## src/rtl/enc_rr_arbiter.sv

```systemverilog
// Four-way round-robin arbiter with registered one-hot grant and binary index.
// Optional forced release after HOLD_MAX grant cycles when ENC_ARB_TIMEOUT_EN is defined.
module enc_rr_arbiter #(
    parameter int HOLD_MAX = 8
) (
    input  logic       clk,
    input  logic       rst,
    input  logic [3:0] req,
    input  logic       done,
    output logic [3:0] gnt,
    output logic [1:0] gnt_idx,
    output logic       gnt_valid,
    output logic       timeout
);

    typedef enum logic {IDLE, GRANT} state_t;

    state_t     state;
    state_t     state_next;
    logic [1:0] ptr;
    logic [1:0] ptr_next;
    logic [3:0] gnt_next;
    logic [1:0] gnt_idx_next;
    logic       timeout_next;
    logic       release_now;
    logic       force_release;
    logic       found;
    logic [1:0] winner;

`ifdef ENC_ARB_TIMEOUT_EN
    logic [7:0] hold_cnt;
    logic [7:0] hold_limit;

    assign hold_limit    = 8'(HOLD_MAX - 1);
    assign force_release = (state == GRANT) && (hold_cnt == hold_limit);
`else
    assign force_release = 1'b0;
`endif

    assign release_now = done || !req[gnt_idx];

    always_ff @(posedge clk) begin
        if (rst) begin
            state     <= IDLE;
            gnt       <= 4'b0000;
            gnt_idx   <= 2'd0;
            ptr       <= 2'd0;
            timeout   <= 1'b0;
        end else begin
            state     <= state_next;
            gnt       <= gnt_next;
            gnt_idx   <= gnt_idx_next;
            ptr       <= ptr_next;
            timeout   <= timeout_next;
        end
    end

`ifdef ENC_ARB_TIMEOUT_EN
    // Counter restarts on every grant so each holder gets a fresh budget.
    always_ff @(posedge clk) begin
        if (rst || state != GRANT) begin
            hold_cnt <= 8'd0;
        end else begin
            hold_cnt <= hold_cnt + 8'd1;
        end
    end
`endif

    always_comb begin
        state_next = state;
        case (state)
            IDLE:    if (req != 4'b0000) state_next = GRANT;
            GRANT:   if (release_now || force_release) state_next = IDLE;
            default: state_next = IDLE;
        endcase
    end

    // First asserted line at or after ptr, wrapping modulo 4.
    always_comb begin
        found  = 1'b0;
        winner = 2'd0;
        for (int i = 0; i < 4; i++) begin
            if (!found && req[ptr + 2'(i)]) begin
                found  = 1'b1;
                winner = ptr + 2'(i);
            end
        end
    end

    always_comb begin
        gnt_next     = gnt;
        gnt_idx_next = gnt_idx;
        ptr_next     = ptr;
        timeout_next = 1'b0;
        case (state)
            IDLE: begin
                gnt_next     = 4'b0000;
                gnt_idx_next = 2'd0;
                if (found) begin
                    gnt_next     = 4'b0001 << winner;
                    gnt_idx_next = winner;
                end
            end
            GRANT: begin
                if (release_now || force_release) begin
                    gnt_next     = 4'b0000;
                    gnt_idx_next = 2'd0;
                    ptr_next     = gnt_idx + 2'd1;
                    timeout_next = force_release && !release_now;
                end
            end
            default: begin
                gnt_next     = 4'b0000;
                gnt_idx_next = 2'd0;
            end
        endcase
    end

    assign gnt_valid = |gnt;

endmodule

```

## config.mk

```make
export PLATFORM = sky130hd
export DESIGN_NAME = enc_rr_arbiter
export DESIGN_NICKNAME = d
export VERILOG_FILES = /design/src/rtl/enc_rr_arbiter.sv
export SDC_FILE = /design/constraint.sdc
export NUM_CORES = 1
export LEC_CHECK = 0
export CORE_AREA = 2 2 39 41
export CTS_CLUSTER_SIZE = 10
export DETAILED_ROUTE_END_ITERATION = 12
export DIE_AREA = 0 0 41 43
export MAX_ROUTING_LAYER = met4
export PLACE_DENSITY_LB_ADDON = 0.2
export SLEW_MARGIN = 30
export SYNTH_ARGS = -nofsm -noshare
export SYNTH_HDL_FRONTEND = slang
export SYNTH_SLANG_ARGS = --single-unit
```

## constraint.sdc

```tcl
create_clock -name clk -period 2.2 [get_ports clk]
set_clock_uncertainty 0.2 [all_clocks]
set_input_delay 0.66 -clock clk [delete_from_list [all_inputs] [get_ports clk]]
set_output_delay 0.66 -clock clk [all_outputs]
set_load 0.05 [all_outputs]
```

**Routed clock nets over the placement**

Scale: 12 px per µm.
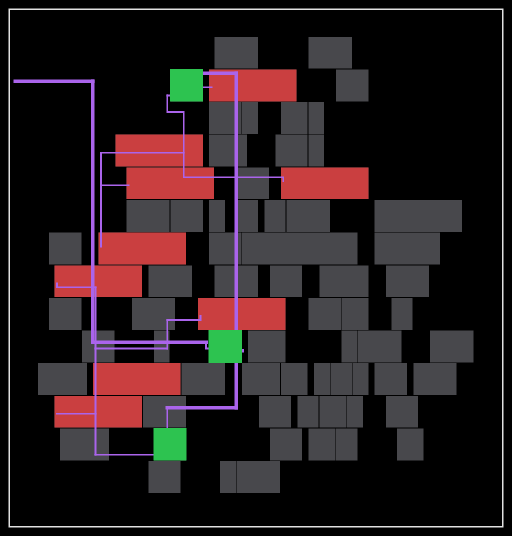
[flip-flops] red | count: 9
[clock wires] purple | length: 156 µm
[clock drivers] green | count: 3
routed clock nets	4

**M3 wires**

Scale: 8 px per µm. Cells faint in the background.
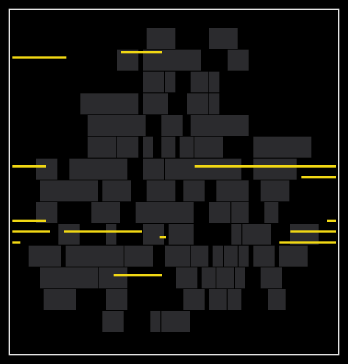
share of all routed wire	6.1%
longest straight run	17.4 µm
nets with wire on the layer	11

**Clock nets**

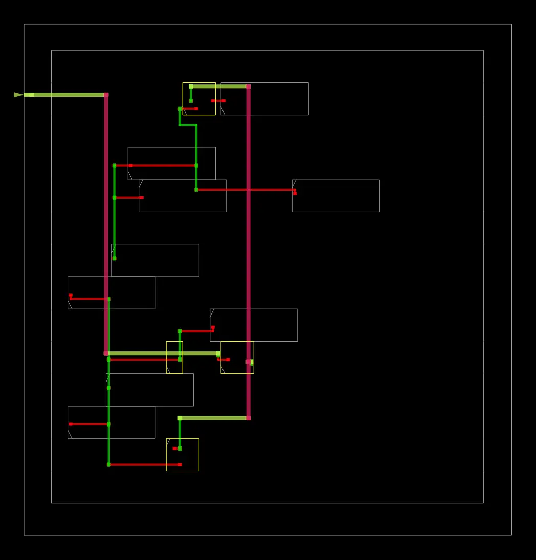
Num CTS Buffers: 3
registers: 9
Skew-Pair Late Insertion Delay: 0.27 ns

==> results.cfg <==
; synthesis and place-and-route metrics
[clock_tree]
cts.sinks = 9
root_buffer = clkbuf_4
h-tree-depth = 1
cts_tree = done
path_clk_slew_ns = 0.06
cts_hold_buf = 0
clockBufferDepth = 2

[worst_setup_path]
crit_arrival_ns = 1.29
critical-path-max-stage-delay_ns = 0.53
worstPathRequired_ns = 1.34
path_max_fanout = 3
cp_slowest_cell = or4_4
critPathCaptureType = output pin
crit_chain = or4_4 -> buf_6
startpoint_type = flip-flop
path_class = flip-flop to output pin

[synth]
netlist_instances = 52
syn_nets = 59
avgSynthCellArea_um2 = 9.48
ff_type = dfxtp_1
ys_seq_frac = 0.365
synth-edff-count = 0
ys_cells = 52
ys_async_sr_fraction = 0
synth_cell_types = 29
yosys_area_um2 = 493
ys.flops = 9
syn-cell-area_um2 = 493
yosysWarnings = 0

[floorplan]
num_rows = 14
core_area_um2 = 1380
die_area_um2 = 1760
boundaryPins = 15
die_h_um = 43
floorplan.core_util = 0.356
die_w_um = 41

[detailed_routing]
drt_first_pass_iters = 2
initialDrtViolationCount = 10
route.detailed.drc = 0
wl_per_cell_um = 13.7
routed_wirelength_mm = 1.22
viasPerCell = 5.36
vias = 477
antenna_left = 0

[layout]
final_area_um2 = 709
drive_above_1_share = 0.315
fillCellCount = 134
register_area_um2 = 180
diodes = 0
lay_top_cells = 11 x buf_4, 9 x dfxtp_1, 6 x clkdlybuf4s50_1
fin_nets = 81
mi_logic_area_um2 = 302
final_common_cell = buf_4
final_util = 0.513
syn_to_final_growth_pct = 43.9

[place]
hpwlAfterDp_um = 858
gp_congestion = 0.791
port_buffers = 13
place_area_um2 = 671

[run]
cap_violations = 0
tool_warnings = 26

[pwr]
powerDensity_nw_per_um2 = 720
pwr-share-clk = 0.258
p_sw_frac = 0.357
p_leak_nw = 0.276
seqPwrFrac = 0.386
power.internal_mw = 0.328
p_sw_mw = 0.182
p_comb_frac = 0.356
peakVddDrop_mv = 0.401

[final_timing]
rsz0062_at_grt = no
setup_viol = 0
fin_crit_ns = 2.15
slew_viol_final = 0
max_clock_freq_mhz = 464
fin_crit_sh = 0.979
hold_viol_final = 0

[outcome]
status = finished, final reports clean

[global_route]
antenna_found_initial = 0
overflow = 0
grt_usage = 0.170
grt_pass1_wl_mm = 1.89
grt_pass1_vias = 466
grt_max_degree = 9

[worst_hold_path]
holdCritPathClass = flip-flop to flip-flop
## per-stage QoR
step | power [mW] | hold slack (ns) | setup slack [ns] | setup TNS [ns] | std cells
4_1_cts | 0.505 | 0.298 | 0.0226 | 0 | 89
3_3_place_gp | 0.373 | 0.291 | -0.197 | -1.33 | 85
5_1_grt | 0.535 | 0.347 | 0.00385 | 0 | 89
2_1_floorplan | 0.311 | 0.255 | 0.0446 | 0 | 52
6_report | 0.511 | 0.310 | 0.0464 | 0 | 89
3_5_place_dp | 0.372 | 0.281 | -0.182 | -1.19 | 85
## worst max-delay path: cells and delay by family, from the launching register on
kind | cells | cell delay, ns
simple gates | 1 | 0.53
flops | 1 | 0.32
buf+inv | 1 | 0.17
## kinds of logic (layout without fill, tap and decap cells)
group           count (synthesis)  count (layout)  synth area share
compound gates                 18              18             0.320
simple gates                   16              16             0.175
flops                           9               9             0.365
buf+inv                         4              25            0.0406
mux                             3               3            0.0736
other cells                     1               1           0.00761
xor+xnor                        1               1            0.0178
## final cells by class
| class | instances | area share |
|---|---|---|
| sequential | 9 | 0.254 |
| multi-input combinational | 39 | 0.425 |
| tap | 16 | 0.0282 |
| clock buffer | 4 | 0.0370 |
| inverter | 2 | 0.0106 |
| timing repair buffer | 19 | 0.245 |
## registers in the layout (all words and copies together), names as in the netlist
signal   flops
ptr          2
gnt_idx      2
gnt          4
state        1
## power groups by stage
| stage | combinational, mW | sequential (mW) | clock [mW] |
|---|---|---|---|
| 5_1_grt | 0.193 | 0.200 | 0.142 |
| 6_report | 0.182 | 0.197 | 0.132 |
| 4_1_cts | 0.175 | 0.196 | 0.134 |
| 3_3_place_gp | 0.173 | 0.199 | 0 |
| 2_1_floorplan | 0.0900 | 0.221 | 0 |
| 3_5_place_dp | 0.173 | 0.199 | 0 |
## synth_stat cells, drive strengths merged (2+ instances only)
master,n,area (µm²)
a21oi,4,20.0
a32o,4,40.0
a211oi,3,22.5
buf,2,12.5
inv,2,7.51
nor2,5,18.8
nand2b,2,12.5
dfxtp,9,180
nor3,3,20.0
mux2,2,26.3
## per-layer routing
layer,vias up,part of all wire,GRT usage
li1,244,-,-
met1,215,0.44,0.189
met2,13,0.46,0.238
met3,5,0.060,0.0524
met4,0,0.040,0.140
met5,-,0,-
## what timing repair did
item	CTS	global route
setup buffers	0	0
resized	0	3
endpoints found under the hold margin	0	0
setup endpoints to repair	0	5
## worst paths after layout
check	end	cells past startpoint	slack, ns	start
worst max register to register	ptr[1]$_SDFFE_PP0P_	4	0.37	gnt_idx[0]$_SDFFE_PP0P_
worst min register to register	gnt[0]$_SDFFE_PP0P_	1	0.31	gnt[0]$_SDFFE_PP0P_
worst max-delay path	gnt_valid	2	0.05	gnt[0]$_SDFFE_PP0P_
worst min-delay path	gnt[0]$_SDFFE_PP0P_	1	0.31	gnt[0]$_SDFFE_PP0P_
Power figures rest on the tool's default switching activity, not on a simulated workload.
